Design sync_debounce, sky130hd; sources not shown.
### M2 wires

Bar = 20 um.
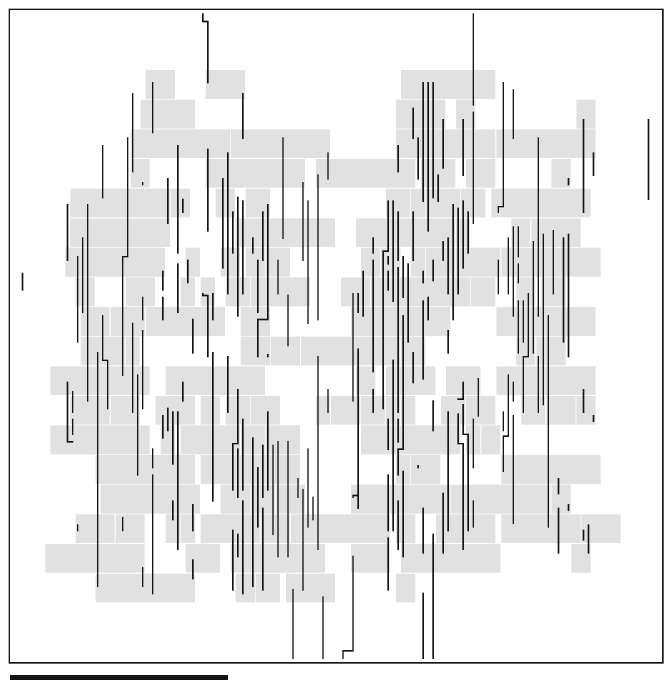
main direction	vertical
nets with wire on the layer	129
wire length on this layer	1120 um
longest straight run	21.4 um
share of all routed wire	53%
met2 Track Usage GR: 0.235
total vias in the final route: 846
wirelength, routed: 2.13 mm

### Metal 1

Bar = 20 um. Supply wires on this layer in grey.
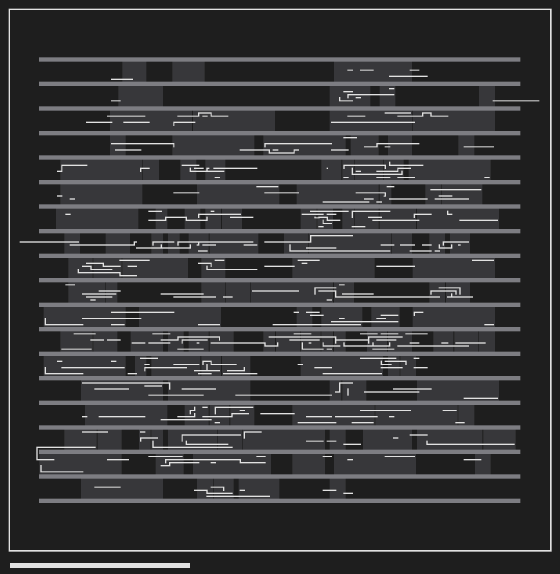
share of all routed wire	38%
longest straight run	11.5 um
main direction	horizontal
met1 Track Usage GR: 0.163

### Wiring by layer

Only two layers are drawn.
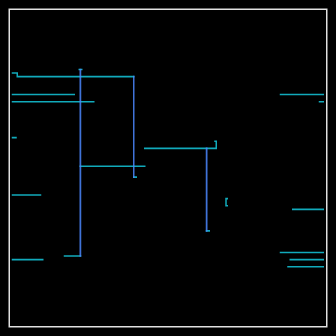
colour	layer	wire length
blue	metal 4	70.0 um
cyan	metal 3	131 um
overall global routing resource usage: 0.148
Routed WL per cell: 13.2 um

### Congestion heat map

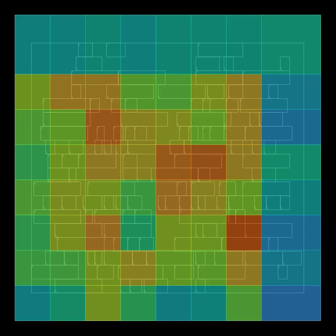
GRT Max-Usage Layer: met2
met3 demand-to-capacity share in global routing: 0.0540
final core occ: 0.613

### Cell sizes after repair

Bar = 20 um.
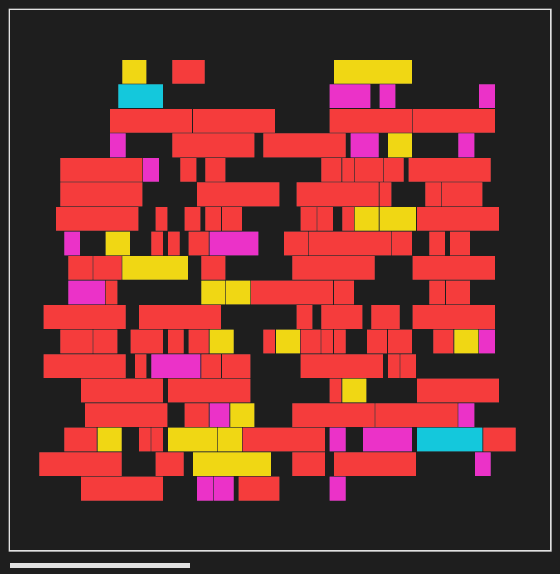
colour	size	cells	share
magenta	_2 cells	20	15%
cyan	_6 and larger	2	1.5%
yellow	_3 and _4 cells	18	14%
red	_0 and _1 cells	92	70%
Area growth syn-to-layout: 14.8%
final cell area excluding filler cells: 0.00160 mm2
worst setup slack after layout: -0.00929 ns
count of plain and timing-repair buffers in the layout: 27

==> notes.md <==
Status on the layout run. The flow ran to the end, but the final reports show violations. The final reports fail on setup timing. Among all stages on the critical path, the maximum delay recorded is 0.39 ns. Per the power-grid run, VDD falls by no more than 1090 uV. Once routing completed, OpenROAD measured the worst setup slack at -0.00929 ns. The cell count after synthesis came out at 111. Highest fanout seen on the critical path landed at 2. Power density over the cells landed at 1710 mW/mm2. The final antenna diode tally reported by the flow is 0.

Combinational cell fraction of total power landed at 0.276. The root buffer cell chosen for the clock tree is sky130_fd_sc_hd__clkbuf_4. The synthesis stat section lists a flop and latch total of 32. The H-tree was split into 2 levels. Total nets after synthesis landed at roughly 120. Worst path buffer plus inverter count landed at 1. Die width landed at 59.9 um. Height of the die landed at approximately 60 um. The global route stage reports its total congestion overflow as 0. CTS saw 32 sinks.

For this design, the slowest cell found on the critical path is sky130_fd_sc_hd__dfrtp_1. In this run the worst hold path is classified as reg -> reg. Endpoints with negative setup slack in the final report add up to 2. Count of warnings emitted by yosys landed at 0. Count of unresolved DRC violations after routing landed at 0.

In this run the tool buffered the top-level ports with 18 buffer cells. No sink is reached through more buffers than the 2 on the longest clock path.
[final cells by class]
| type | instances | area, um2 |
|---|---|---|
| tap | 30 | 37.5 |
| multi-input combinational | 63 | 493 |
| timing repair buffer | 27 | 203 |
| fill | 223 | 1010 |
| inverter | 2 | 7.51 |
| sequential | 32 | 801 |
| clock buffer | 8 | 58.8 |
[metal layers]
metal,track usage,routed length [um],vias up
met5,0,0,-
met4,0.104,70,0
met3,0.0540,130,7
met2,0.235,1120,20
met1,0.163,809,417
li1,-,-,402
[synthesized netlist by cell type, drive strengths merged]
cell / instances / share of area
a21oi: 7 / 0.025
buf: 14 / 0.087
dfrtp: 32 / 0.57
ha: 4 / 0.036
inv: 2 / 0.0054
mux2: 2 / 0.016
mux2i: 1 / 0.0072
nand2: 8 / 0.027
nand2b: 11 / 0.049
nand3: 3 / 0.011
nand3b: 5 / 0.036
nor2: 6 / 0.016
nor3b: 2 / 0.011
nor4: 2 / 0.0090
nor4b: 4 / 0.040
o21ai: 2 / 0.0099
o31ai: 2 / 0.014
xnor2: 4 / 0.025
[power groups by stage]
stage | registers [uW] | clock network, uW | logic (uW)
floorplan | 1390 | 0 | 505
global placement | 1360 | 0 | 756
detailed placement | 1380 | 0 | 801
CTS | 1360 | 652 | 800
global route | 1380 | 699 | 860
finish | 1360 | 626 | 756
[logic make-up after synthesis]
| logic type | synth area share |
|---|---|
| DFF | 0.575 |
| and+or+nand+nor | 0.199 |
| adders and majority gates | 0.0359 |
| xor gates and xnor gates | 0.0251 |
| AOI/OAI and AO/OA | 0.0494 |
| muxes | 0.0233 |
| buffers and inverters | 0.0925 |
[cell usage in the layout, fill, tap and decap left out, types with 2 or more instances in the layout]
cell / netlist / routed
sky130_fd_sc_hd__nand3_1: 3 / 3
sky130_fd_sc_hd__ha_1: 4 / 2
sky130_fd_sc_hd__nor4b_4: 1 / 2
sky130_fd_sc_hd__nand3b_1: 4 / 4
sky130_fd_sc_hd__clkdlybuf4s50_1: 0 / 5
sky130_fd_sc_hd__nor2_1: 6 / 5
sky130_fd_sc_hd__ha_2: 0 / 2
sky130_fd_sc_hd__inv_1: 2 / 2
sky130_fd_sc_hd__nand2_1: 7 / 6
sky130_fd_sc_hd__clkbuf_1: 0 / 2
sky130_fd_sc_hd__clkbuf_4: 0 / 5
sky130_fd_sc_hd__dfrtp_1: 32 / 32
sky130_fd_sc_hd__buf_4: 12 / 8
sky130_fd_sc_hd__clkbuf_2: 0 / 12
sky130_fd_sc_hd__xnor2_1: 4 / 4
sky130_fd_sc_hd__nor3b_1: 2 / 2
sky130_fd_sc_hd__nand2b_1: 11 / 11
sky130_fd_sc_hd__nor4_1: 2 / 2
sky130_fd_sc_hd__a21oi_1: 7 / 7
[through the flow]
step                      instances  power [uW]
after floorplan                 111        1900
after global placement          154        2120
after detailed placement        154        2180
after CTS                       162        2810
after global routing            162        2940
final                           162        2740
Power is estimated from default activity; no workload was simulated.
